File: src/rtl/ub_pkg.sv
// ---------------------------------------------------------------------------
// ub_pkg
// Shared definitions for the unified-buffer read sequencer slice:
//   - default SRAM address width, SRAM word width and output buffer depth
//   - the sequencer state enum (IDLE / RUN / DRAIN)
// ---------------------------------------------------------------------------
package ub_pkg;

  localparam int UB_ADDRESSSIZE = 10;
  localparam int UB_WORDSIZE    = 160;
  localparam int UB_FIFO_DEPTH  = 4;

  typedef enum logic [1:0] {
    IDLE  = 2'd0,
    RUN   = 2'd1,
    DRAIN = 2'd2
  } ub_state_t;

endpackage

File: src/rtl/ub_sync_fifo.sv
// ---------------------------------------------------------------------------
// ub_sync_fifo
// Single-clock FIFO used as the output buffer of the read sequencer.
// DEPTH must be a power of two (pointers wrap naturally).
//
// Ports:
//   clk        - clock, rising edge
//   rst_n      - synchronous active-low reset (pointers and count only)
//   push       - write push_data at the tail (ignored when full)
//   push_data  - data to write
//   pop        - drop the head entry (ignored when empty)
//   pop_data   - current head entry (valid while !empty)
//   count      - number of stored entries, 0..DEPTH
//   full       - count == DEPTH
//   empty      - count == 0
// ---------------------------------------------------------------------------
module ub_sync_fifo #(
  parameter int WIDTH = 8,
  parameter int DEPTH = 4
) (
  input  logic                       clk,
  input  logic                       rst_n,
  input  logic                       push,
  input  logic [WIDTH-1:0]           push_data,
  input  logic                       pop,
  output logic [WIDTH-1:0]           pop_data,
  output logic [$clog2(DEPTH):0]     count,
  output logic                       full,
  output logic                       empty
);

  localparam int AW = $clog2(DEPTH);
  localparam int CW = AW + 1;

  logic [WIDTH-1:0] mem [DEPTH];
  logic [AW-1:0]    wr_ptr;
  logic [AW-1:0]    rd_ptr;
  logic             do_push;
  logic             do_pop;

  // Qualify requests with the occupancy flags so a stray request can never
  // corrupt the pointers. A simultaneous push and pop leaves count alone.
  always_comb begin
    full     = (count == CW'(DEPTH));
    empty    = (count == '0);
    do_push  = push && !full;
    do_pop   = pop && !empty;
    pop_data = mem[rd_ptr];
  end

  // Pointer and occupancy bookkeeping; reset empties the buffer but leaves the
  // storage array untouched.
  always_ff @(posedge clk) begin
    if (!rst_n) begin
      wr_ptr <= '0;
      rd_ptr <= '0;
      count  <= '0;
    end else begin
      if (do_push) begin
        wr_ptr <= wr_ptr + AW'(1);
      end
      if (do_pop) begin
        rd_ptr <= rd_ptr + AW'(1);
      end
      case ({do_push, do_pop})
        2'b10:   count <= count + CW'(1);
        2'b01:   count <= count - CW'(1);
        default: count <= count;
      endcase
    end
  end

  // Storage array, deliberately without reset so it maps onto plain RAM/flops.
  always_ff @(posedge clk) begin
    if (do_push) begin
      mem[wr_ptr] <= push_data;
    end
  end

endmodule

File: src/rtl/ub_read_sequencer.sv
// ---------------------------------------------------------------------------
// ub_read_sequencer
// Streams a burst of consecutive SRAM words out on a valid/ready interface.
// A start pulse in IDLE latches base_addr and length; the sequencer then
// issues one SRAM read per cycle while the output buffer has room (counting
// the read already in flight), wraps the address at 2^ADDRESSSIZE, and flags
// the final word with out_last. While idle, the host may write the SRAM.
//
// Ports:
//   clk, rst_n                      - clock and synchronous active-low reset
//   start, base_addr, length        - burst request (length 0 just pulses done)
//   host_we, host_addr, host_wdata  - host SRAM write, accepted while idle
//   host_wready                     - high while idle
//   sram_write_enable, sram_address,
//   sram_data_in, sram_data_out     - SRAM port, read data 1 cycle after addr
//   out_valid, out_ready,
//   out_data, out_last              - downstream stream
//   busy                            - high while a burst is in progress
//   done                            - one-cycle pulse when a burst finishes
// ---------------------------------------------------------------------------
module ub_read_sequencer
  import ub_pkg::*;
#(
  parameter int ADDRESSSIZE = UB_ADDRESSSIZE,
  parameter int WORDSIZE    = UB_WORDSIZE,
  parameter int FIFO_DEPTH  = UB_FIFO_DEPTH
) (
  input  logic                   clk,
  input  logic                   rst_n,
  input  logic                   start,
  input  logic [ADDRESSSIZE-1:0] base_addr,
  input  logic [ADDRESSSIZE:0]   length,
  input  logic                   host_we,
  input  logic [ADDRESSSIZE-1:0] host_addr,
  input  logic [WORDSIZE-1:0]    host_wdata,
  output logic                   host_wready,
  output logic                   sram_write_enable,
  output logic [ADDRESSSIZE-1:0] sram_address,
  output logic [WORDSIZE-1:0]    sram_data_in,
  input  logic [WORDSIZE-1:0]    sram_data_out,
  output logic                   out_valid,
  input  logic                   out_ready,
  output logic [WORDSIZE-1:0]    out_data,
  output logic                   out_last,
  output logic                   busy,
  output logic                   done
);

  localparam int CW = $clog2(FIFO_DEPTH) + 1;

  ub_state_t              state_q;
  ub_state_t              state_d;
  logic [ADDRESSSIZE-1:0] addr_q;
  logic [ADDRESSSIZE:0]   remaining_q;
  logic                   inflight_q;
  logic                   inflight_last_q;
  logic                   done_q;

  logic                   accept_start;
  logic                   host_write;
  logic                   issue;
  logic                   final_issue;
  logic                   pop;
  logic                   last_pop;

  logic [WORDSIZE:0]      fifo_wdata;
  logic [WORDSIZE:0]      fifo_rdata;
  logic [CW-1:0]          fifo_count;
  logic                   fifo_full;
  logic                   fifo_empty;

  // Each buffer entry carries the SRAM word plus a last-word flag, so
  // out_last travels with its data and stays stable under back-pressure.
  assign fifo_wdata = {inflight_last_q, sram_data_out};

  ub_sync_fifo #(
    .WIDTH (WORDSIZE + 1),
    .DEPTH (FIFO_DEPTH)
  ) u_fifo (
    .clk       (clk),
    .rst_n     (rst_n),
    .push      (inflight_q),
    .push_data (fifo_wdata),
    .pop       (pop),
    .pop_data  (fifo_rdata),
    .count     (fifo_count),
    .full      (fifo_full),
    .empty     (fifo_empty)
  );

  // State register for the IDLE/RUN/DRAIN sequencer.
  always_ff @(posedge clk) begin
    if (!rst_n) begin
      state_q <= IDLE;
    end else begin
      state_q <= state_d;
    end
  end

  // Next-state and output decode. A read is only issued when the words
  // already buffered plus the one still coming back from SRAM leave a free
  // slot, so every returning word is guaranteed a place in the buffer.
  // The host write shares the SRAM port and is only honoured in IDLE; when
  // it coincides with start both happen, since no read is issued in IDLE.
  always_comb begin
    state_d           = state_q;
    host_wready       = (state_q == IDLE);
    busy              = (state_q != IDLE);
    host_write        = host_we && (state_q == IDLE);
    accept_start      = start && (state_q == IDLE);
    issue             = 1'b0;
    final_issue       = 1'b0;
    sram_write_enable = host_write;
    sram_address      = host_write ? host_addr : addr_q;
    sram_data_in      = host_wdata;
    out_valid         = !fifo_empty;
    out_data          = fifo_rdata[WORDSIZE-1:0];
    out_last          = !fifo_empty && fifo_rdata[WORDSIZE];
    pop               = out_valid && out_ready;
    last_pop          = pop && out_last;
    done              = done_q;

    if (state_q == RUN) begin
      issue = (remaining_q != '0) && !fifo_full &&
              ((int'(fifo_count) + int'(inflight_q)) < FIFO_DEPTH);
      final_issue = issue && (remaining_q == (ADDRESSSIZE+1)'(1));
    end

    case (state_q)
      IDLE: begin
        if (accept_start && (length != '0)) begin
          state_d = RUN;
        end
      end
      RUN: begin
        if (final_issue) begin
          state_d = DRAIN;
        end
      end
      DRAIN: begin
        if (last_pop) begin
          state_d = IDLE;
          done    = 1'b1;
        end
      end
      default: begin
        state_d = IDLE;
      end
    endcase
  end

  // Burst datapath: address and remaining-word counters, the one-deep
  // in-flight tracker for the SRAM read latency, and the delayed done pulse
  // used for zero-length requests.
  always_ff @(posedge clk) begin
    if (!rst_n) begin
      addr_q          <= '0;
      remaining_q     <= '0;
      inflight_q      <= 1'b0;
      inflight_last_q <= 1'b0;
      done_q          <= 1'b0;
    end else begin
      inflight_q      <= issue;
      inflight_last_q <= final_issue;
      done_q          <= accept_start && (length == '0);
      if (accept_start && (length != '0)) begin
        addr_q      <= base_addr;
        remaining_q <= length;
      end else if (issue) begin
        addr_q      <= addr_q + ADDRESSSIZE'(1);
        remaining_q <= remaining_q - (ADDRESSSIZE+1)'(1);
      end
    end
  end

endmodule

File: config.mk
export PLATFORM = sky130hd
export DESIGN_NAME = ub_read_sequencer
export DESIGN_NICKNAME = d
export VERILOG_FILES = /design/src/rtl/ub_pkg.sv /design/src/rtl/ub_sync_fifo.sv /design/src/rtl/ub_read_sequencer.sv
export SDC_FILE = /design/constraint.sdc
export NUM_CORES = 1
export LEC_CHECK = 0
export CAP_MARGIN = 10
export CORE_AREA = 10 10 258 260
export CTS_CLUSTER_SIZE = 40
export DETAILED_ROUTE_END_ITERATION = 8
export DIE_AREA = 0 0 268 270
export MAX_ROUTING_LAYER = met4
export PLACE_DENSITY = 0.84
export REMOVE_ABC_BUFFERS = 1
export SETUP_SLACK_MARGIN = 0.3
export SLEW_MARGIN = 40
export SYNTH_ARGS = -nofsm -noshare
export SYNTH_HDL_FRONTEND = slang
export SYNTH_HIERARCHICAL = 1
export SYNTH_SLANG_ARGS = --single-unit
File: constraint.sdc
create_clock -name clk -period 6.6 [get_ports clk]
set_clock_uncertainty 0.1 [all_clocks]
set_input_delay 1.32 -clock clk [delete_from_list [all_inputs] [get_ports clk]]
set_output_delay 1.32 -clock clk [all_outputs]
set_load 0.05 [all_outputs]
run_1/sizing.png
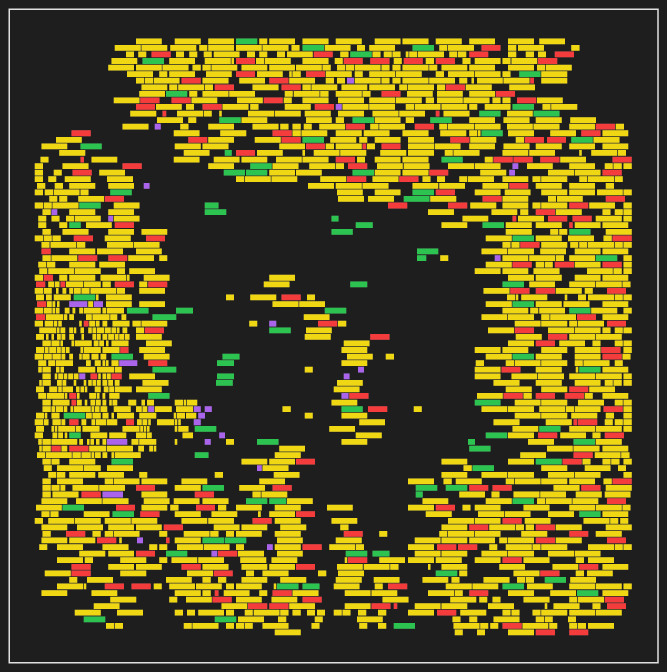
- x3 and x4: purple (cells 30; share 1.9%; most used buf_4)
- x6 and larger: green (cells 97; share 6.2%; most used clkbuf_16)
- x2: red (cells 187; share 12%; most used mux4_2)
- x1 and smaller: yellow (cells 1,257; share 80%; most used edfxtp_1)

run_1/placed.png
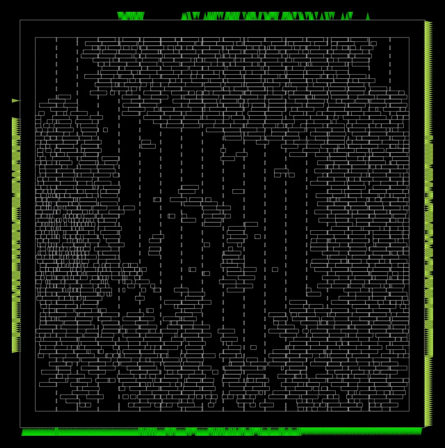
Cell Count, Final, Fillers Out: 2,384
Flops: 679
sequential cell area share: 61.9%
number of well taps: 790

run_1/route_heat.png
27 x 27 tiles, from dark blue (low) to red (high), scaled to the fullest tile. Values are wire area over tile area, all layers added.
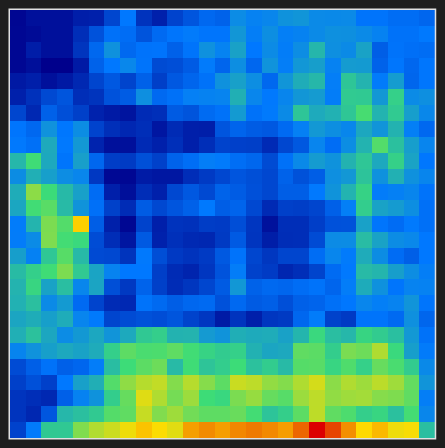
- tiles over half the peak: 15%
- fullest tile: 0.91
- nearly empty tiles: 1.2%
- emptiest ninth of the die: upper left

==> results_slide.txt, run 1 <==
Implementation Results

Power
  • Clock share of power: 38.9%
  • Int Pwr: 7470 uW
  • NetSw: 2420 uW
  • Cell Pwr Density: 305 nW/um2
  • Top pwr grp: registers
  • Lkg Pwr: between 0.01 and 0.015 uW
  • Clk pwr: just under 4000 uW
  • Sequential Power Share: 49.7%

Final layout
  • Comb/total area: roughly 15%
  • Dominant kind of cell: registers
  • Post-layout util: 52.9%
  • Comb_multi_in: about 360
  • Most frequent cells in the layout: edfxtp_1 (644), clkdlybuf4s50_1 (371), mux4_2 (161), clkbuf_16 (72), nand2_1 (35)
  • Count of non-CTS inverters in the layout: 14
  • Buffers, non-clock: 396
  • Number of fill cells: 4,606
  • Clock buffers: 83

Hold path
  • WHS Endpoint: u_fifo/mem[2][160]$_DFFE_PP_

Detailed routing
  • DRT iter0 DRCs: 1,668
  • Vias: 13,900
  • Top layer in use: met4
  • Avg WL per Cell: 43.6 um
  • Wl on met1: 29.8 mm
  • WL final: between 100 and 150 mm
  • WL met3: about 27 mm
  • Metal2 WL: 45.3 mm

Logic synthesis
  • Synth area leader: edfxtp_1
  • Basic Gates by Area: 2.28%
  • Yosys warnings: 6
  • Dominant combinational family: multiplexers
  • Most common reg cell: edfxtp_1
  • # Cells Yosys: ~1,300
  • Largest cells by area: edfxtp_1 (73%), mux4_2 (14%), buf_4 (4.6%), dfxtp_1 (2.6%), buf_6 (0.51%)
  • Mux share: about 14%
  • EDFF count, synth: around 640
  • Synth async-reset ratio: 0%
  • Unique cell types: 56

Timing
  • Slew margin rel.: 46.8%
  • Post-route minimum period: 4.79 ns
  • Fmax: 0.209 GHz
  • Least-Margin Pin Slew: about 0.80 ns
  • Setup-failing EPs final: 0
  • Final Hold Fails: 0
  • Unrepaired setup endpoints after global routing: no

Worst setup path
  • Worst Reg-to-Reg Cells: 5
  • Reg2reg end: u_fifo/mem[1][151]$_DFFE_PP_
  • CP max FO: 14
  • Worst path slowest cell: clkdlybuf4s50_1
  • Crit path kind: primary input to output pin
  • Buffers & Inverters on Critical Path: 2
  • Arr. time, crit path: 3.37 ns
  • Worst setup SP type: primary input
  • CP most frequent cell: clkdlybuf4s50_1
  • Slowest stage delay, CP: roughly 0.7 ns

Run status
  • Status: completed

Placement
  • Gp weighted congestion: 0.922
  • Dpl hpwl: 77.7 mm

CTS
  • Clock Tree Root: clkbuf_16
  • # clock sinks: 679
  • H-tree levels: 3
  • CTS tree: yes

GRT
  • Global-route wire length before repair: 135 mm
  • Vias in the first global route: 14,100
  • Largest net degree at the start of global routing: 133
  • Grt ovf: 0

Die
  • Die H: between 200 and 300 um
  • # IOs: 692
  • Std-Cell Rows: 91

Run
  • Tool warnings: 32
run 1: Yosys cell counts (2+ instances only):
cell	instances
buf_2	21
mux2_2	7
or2_2	3
nand2b_1	2
or2_0	2
edfxtp_1	644
nor2_1	4
xnor2_1	2
buf_6	12
mux2i_1	3
dfxtp_1	35
mux4_2	161
nor4_4	2
inv_1	14
nor2b_1	5
and2_1	8
a21oi_1	15
o211ai_1	4
clkbuf_1	15
and3_1	3
a2bb2oi_1	2
a22oi_1	4
nor3_1	12
buf_4	162
a21boi_0	2
nand4_1	2
nand3_1	9
o21ai_0	14
nand2_1	35
nor4_1	5
ha_1	9
a32oi_1	3
a31oi_1	9
o22ai_1	4
or3_1	6
run 1: metrics by stage:
step	total power [uW]	worst slack [ns]	cell area [um2]	instances
global route	10200	1.71	32400	2377
CTS	9950	1.63	32200	2358
detailed placement	6110	1.82	30000	2234
floorplan	5650	-2.97	25000	1051
finish	9890	1.81	32400	2384
global placement	6070	1.86	30000	2231
run 1: worst max-delay path by stage:
| stage | slack [ns] | endpoint | cells past startpoint | from |
|---|---|---|---|---|
| after floorplan | -2.97 | done | 3 | register |
| after global placement | 1.86 | sram_address[8] | 4 | host_we |
| after detailed placement | 1.82 | sram_address[0] | 4 | host_we |
| after CTS | 1.63 | out_data[76] | 3 | register |
| after global routing | 1.71 | out_data[76] | 4 | register |
| final | 1.81 | sram_address[0] | 4 | host_we |
run 1: state kept, by name, summed over array words and instances, names as in the netlist, named ones only:
register / cells
state_q: 2
done_q: 1
u_fifo/rd_ptr: 2
u_fifo/count: 3
inflight_last_q: 1
u_fifo/mem: 644
inflight_q: 1
addr_q: 10
u_fifo/wr_ptr: 2
remaining_q: 11
run_1/ff_map.png
Bar = 100 um. Other sequential cells in the stronger grey, the rest of the logic in the fainter grey.
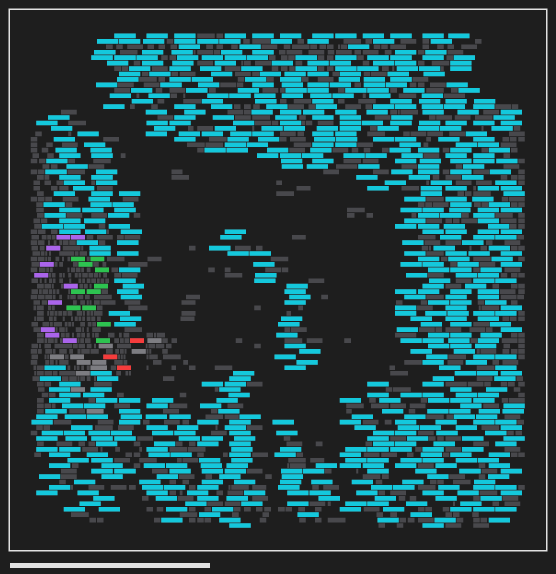

==> run 2: changes to the inputs <==
CORE_AREA = 10 10 264 266   (was 10 10 258 260)
DIE_AREA = 0 0 274 276   (was 0 0 268 270)
clock period = 3.9 ns   (was 6.6 ns; I/O delays follow)
run_2/ff_map.png
Bar = 100 um. Other sequential cells in the stronger grey, the rest of the logic in the fainter grey.
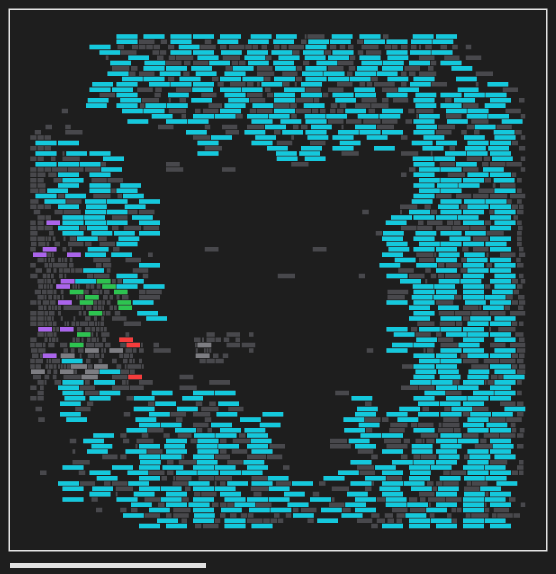
- remaining_q: green (sequential cells 11; where middle left)
- u_fifo/count: red (sequential cells 3)
- u_fifo/mem: cyan (sequential cells 644; where widely spread)
- addr_q: purple (sequential cells 10; where middle left)

==> results_slide.txt, run 2 <==
Implementation Results

Timing
  • Least-Margin Pin Slew: 0.916 ns (was 0.797 ns)
  • Final Hold Fails: 0 (unchanged)
  • Slew margin rel.: 39.0% (was 46.8%)
  • Fmax: 0.283 GHz
  • Unrepaired setup endpoints after global routing: no (unchanged)
  • Setup-failing EPs final: 0 (unchanged)
  • Post-route minimum period: 3.54 ns

Placement
  • Gp weighted congestion: 0.896 (was 0.922)
  • Placed inst area: 30,100 um2 (was 30,000 um2)

CTS
  • Clock Tree Root: clkbuf_16 (unchanged)
  • H-tree levels: 3 (unchanged)
  • # clock sinks: 679 (unchanged)
  • CTS tree: yes (unchanged)

Final layout
  • Cell Count, Final, Fillers Out: 2,463 (was 2,384)
  • Number of fill cells: 4,939 (was 4,606)
  • Largest registers: u_fifo/mem (644), remaining_q (11), addr_q (10) (unchanged)
  • Max reg flops: 644 (unchanged)

Worst setup path
  • Worst Reg-to-Reg Cells: 10 (was 5)
  • CP endpoint: out_data[30] (was sram_address[0])
  • CP max FO: 25 (was 14)
  • Worst setup SP type: register (was primary input)

Power
  • Cell Pwr Density: 516 nW/um2 (was 305 nW/um2)
  • Lkg Pwr: 0.0105 uW (was 0.0101 uW)
  • Total Power: 16,700 uW (was 9890 uW)

Detailed routing
  • Avg WL per Cell: 41.8 um (was 43.6 um)
  • DRT iter0 DRCs: 1,686 (was 1,668)
  • WL final: 103 mm (was 104 mm)

Logic synthesis
  • Yosys top cell by instances: edfxtp_1 (unchanged)
  • Unique cell types: 56 (unchanged)
  • Top cells by count: edfxtp_1 (644), buf_4 (162), mux4_2 (161), dfxtp_1 (35), nand2_1 (35) (unchanged)

GRT
  • Vias in the first global route: 14,400 (was 14,100)
  • Grt ovf: 0 (unchanged)
  • Global-route wire length before repair: 135 mm (about the same)

Hold path
  • WHS Endpoint: u_fifo/mem[3][160]$_DFFE_PP_ (was u_fifo/mem[2][160]$_DFFE_PP_)

Die
  • Std-Cell Rows: 93 (was 91)
  • Die H: 276 um (was 270 um)

Run status
  • Status: completed (unchanged)
run_2/clock_wires.png
Bar = 100 um.
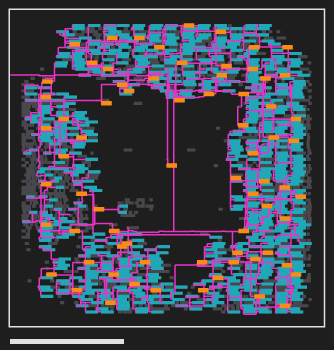
- clock wires: magenta (length 7,380 um)
- flip-flops: cyan (count 679)
- clock-net drivers: orange (count 71)
- flops lie: widely spread
- routed clock nets: 72

==> run 2: power breakdown <==
group	total [uW]	leakage (uW)	switching (uW)	internal [uW]
Sequential	8310	0.00610	97.4	8210
Combinational	1840	0.00328	1180	664
Clock	6580	0.00110	2740	3840
Total	16700	0.0105	4020	12700
==> run 2: critical path: stages, from the launching register on <==
cell             delay (ns)
dfxtp_4                0.36
buf_4                  0.15
buf_12                 0.24
mux4_2                 0.55
clkdlybuf4s50_1        0.73
==> run 2: kinds of logic (layout without fill, tap and decap cells) <==
group                    count (synthesis)  after routing  share of synthesized area (%)
AND-OR/OR-AND                           67             67                           1.63
XOR/XNOR                                 3              3                         0.0990
adder cells (fa/ha/maj)                 10             10                          0.500
buffers and inverters                  224            545                           5.90
flip-flops                             679            679                           75.5
multiplexers                           171            171                           14.1
other                                    0             26                              0
AND/OR/NAND/NOR                        107            107                           2.28
==> run 2: layout make-up <==
cell class / count / share of cell area [%]
Sequential cell: 679 / 61.8
Clock inverter: 37 / 1.20
Clock buffer: 89 / 5.78
Tap cell: 855 / 3.30
Antenna cell: 26 / 0.200
Inverter: 14 / 0.162
Timing Repair Buffer: 405 / 12.4
Multi-Input combinational cell: 358 / 15.2
==> run 2: repair_timing <==
| item | CTS | global route |
|---|---|---|
| gates resized | 69 | 24 |
| pin swaps | 0 | 0 |
| setup endpoints to repair | 147 | 39 |
| buffers inserted | 5 | 0 |
==> run 2: stage by stage <==
step | setup slack (ns) | hold slack (ns)
floorplan | -5.13 | 0.338
global placement | 0.424 | 0.359
detailed placement | 0.418 | 0.375
CTS | 0.301 | 0.386
global route | 0.302 | 0.400
finish | 0.364 | 0.379
==> run 2: metal layers <==
metal  wire length (um)  global-route usage, %
met1              31600                   26.6
met2              43700                   37.0
met3              25500                   28.8
met4               2340                   6.27
met5                  0                      -
run_2/route_heat.png
27 x 28 tiles, from dark blue (low) to red (high), scaled to the fullest tile. Values are wire area over tile area, all layers added.
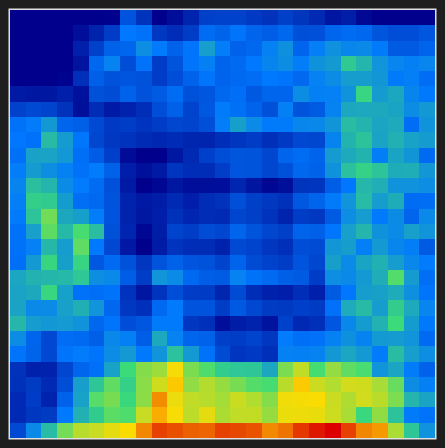

==> run 3: changes to the inputs <==
CORE_AREA = 10 10 263 265   (was 10 10 264 266)
DIE_AREA = 0 0 273 275   (was 0 0 274 276)
PLACE_DENSITY = 0.82   (was 0.84)
clock period = 4.4 ns   (was 3.9 ns; I/O delays follow)
run_3/route_heat.png
27 x 28 tiles, from dark blue (low) to red (high), scaled to the fullest tile. Values are wire area over tile area, all layers added.
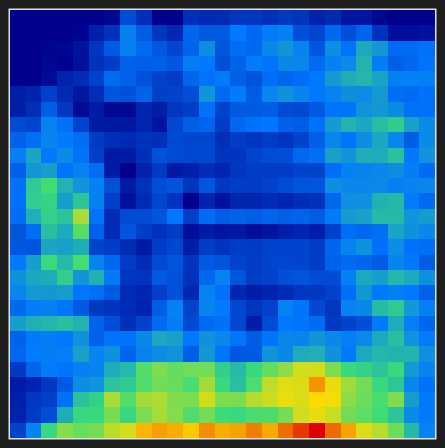
- fullest tile: 0.95
- tiles over half the peak: 11%
- mean over tiles: 0.25
- emptiest ninth of the die: upper left
- nearly empty tiles: 4.2%

==> results_slide.txt, run 3 <==
Implementation Results

Run status
  • Status: completed (unchanged)

Placement
  • Placed insts: 2,314 (was 2,305)
  • Worst slack at placement: 0.504 ns (was 0.418 ns)

Logic synthesis
  • Basic Gates by Area: 2.28% (unchanged)
  • Synth async-reset ratio: 0% (unchanged)
  • Yosys warnings: 6 (unchanged)
  • Unique cell types: 56 (unchanged)
  • Mux share: 14.1% (unchanged)
  • # Cells Yosys: 1,261 (unchanged)
  • EDFF count, synth: 644 (unchanged)
  • Top cells by count: edfxtp_1 (644), buf_4 (162), mux4_2 (161), dfxtp_1 (35), nand2_1 (35) (unchanged)
  • Synth area leader: edfxtp_1 (unchanged)
  • XORs/XNORs by Area: 0.0990% (unchanged)
  • Dominant combinational family: multiplexers (unchanged)

Timing
  • Final Hold Fails: 0 (unchanged)
  • Slew margin rel.: 47.4% (was 39.0%)
  • Setup-failing EPs final: 0 (unchanged)
  • Post-route minimum period: about 4.0 ns
  • Unrepaired setup endpoints after global routing: yes (was no)

Detailed routing
  • Top layer in use: met4 (unchanged)
  • Avg WL per Cell: 40.8 um (was 41.8 um)
  • Vias: 13,900 (was 14,000)
  • Metal2 WL: 42.8 mm (was 43.7 mm)
  • WL met3: 24.1 mm (was 25.5 mm)

Final layout
  • Max reg flops: 644 (unchanged)
  • Reg with most FFs: u_fifo/mem (unchanged)
  • Cell Count, Final, Fillers Out: 2,467 (was 2,463)
  • Largest registers: u_fifo/mem (644), remaining_q (11), addr_q (10) (unchanged)

Worst setup path
  • Worst setup SP type: register (unchanged)
  • Critical path, cell by cell: buf_16 -> mux4_2 -> clkdlybuf4s50_1 (was buf_4 -> buf_12 -> mux4_2 -> clkdlybuf4s50_1)
  • Worst path slowest cell: clkdlybuf4s50_1 (unchanged)
  • Crit path kind: register to output pin (unchanged)

Power
  • Clock share of power: 39.2% (was 39.3%)
  • Combinational power share: 11.4% (was 11.0%)
  • Sequential cell power: 7360 uW (was 8310 uW)
  • Top pwr grp: registers (unchanged)
  • Cell Pwr Density: 456 nW/um2 (was 516 nW/um2)
  • Int Pwr: 11,300 uW (was 12,700 uW)
  • Lkg Pwr: 0.0104 uW (was 0.0105 uW)
  • Sw Ratio: 24.2% (was 24.0%)
  • Clk pwr: 5850 uW (was 6580 uW)
  • Comb pwr: 1700 uW (was 1840 uW)

Run
  • Tool warnings: 31 (was 37)

Die
  • # IOs: 692 (unchanged)
  • Die H: 275 um (was 276 um)
  • Std-Cell Rows: 93 (unchanged)

CTS
  • Clock Tree Root: clkbuf_16 (unchanged)
  • # Post-CTS Setup Buffers: 0 (was 5)
  • CTS tree: yes (unchanged)

GRT
  • Vias in the first global route: 14,100 (was 14,400)
  • Global-route wire length before repair: 131 mm (was 135 mm)
run_3/placed.png
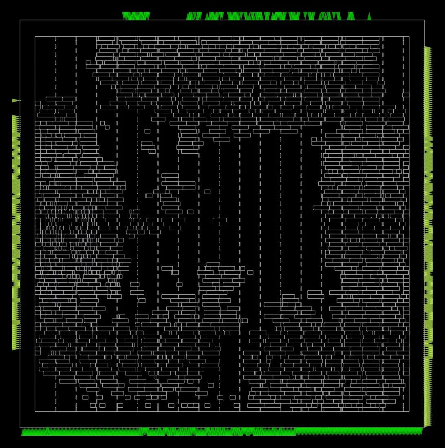
core area: 63,900 um2
number of well taps: 855

==> run 3: cells by family after synthesis <==
| family | Yosys count |
|---|---|
| buffers and inverters | 224 |
| muxes | 171 |
| DFF | 679 |
| adders and majority gates | 10 |
| and+or+nand+nor | 107 |
| AOI/OAI and AO/OA | 67 |
| xor gates and xnor gates | 3 |
==> run 3: worst max-delay path: cells and delay by family (launching register included) <==
kind     cells  cell delay (ns)
mux          1             0.61
flops        1             0.58
buf+inv      2             1.12
==> run 3: path summary, 6_finish.rpt <==
path	startpoint	to	slack, ns	depth (start not counted)
setup / recovery	register	out_data[97]	0.42	3
hold / removal	u_fifo/rd_ptr[0]$_SDFFE_PN0P_	register	0.39	2
setup reg to reg	u_fifo/count[0]$_SDFFE_PN0P_	u_fifo/count[2]$_SDFFE_PN0P_	1.69	10
hold reg to reg	u_fifo/rd_ptr[0]$_SDFFE_PN0P_	register	0.39	2
==> run 3: cell type report <==
cell class,count,area share [%]
Sequential cell,679,61.3
Multi-Input combinational cell,358,15.1
Timing Repair Buffer,408,13.0
Clock buffer,86,5.63
Tap cell,855,3.27
Clock inverter,42,1.34
Antenna cell,25,0.191
Inverter,14,0.161
==> run 3: stage by stage <==
| stage | area, um2 | hold WS, ns | total power (uW) | setup TNS [ns] |
|---|---|---|---|---|
| final | 32700 | 0.391 | 14900 | 0 |
| after floorplan | 25000 | 0.338 | 8470 | -1174.30 |
| after global placement | 30200 | 0.353 | 9120 | 0 |
| after global routing | 32700 | 0.406 | 15400 | 0 |
| after CTS | 32600 | 0.378 | 15000 | 0 |
| after detailed placement | 30300 | 0.372 | 9190 | 0 |
==> run 3: layer usage <==
metal | vias up | global-route usage, %
met1 | 7066 | 26.2
met3 | 103 | 28.2
met2 | 1173 | 37.0
met5 | - | -
met4 | 0 | 5.55
li1 | 5554 | -
No activity file was given, so power comes from the tool's default toggle rates.
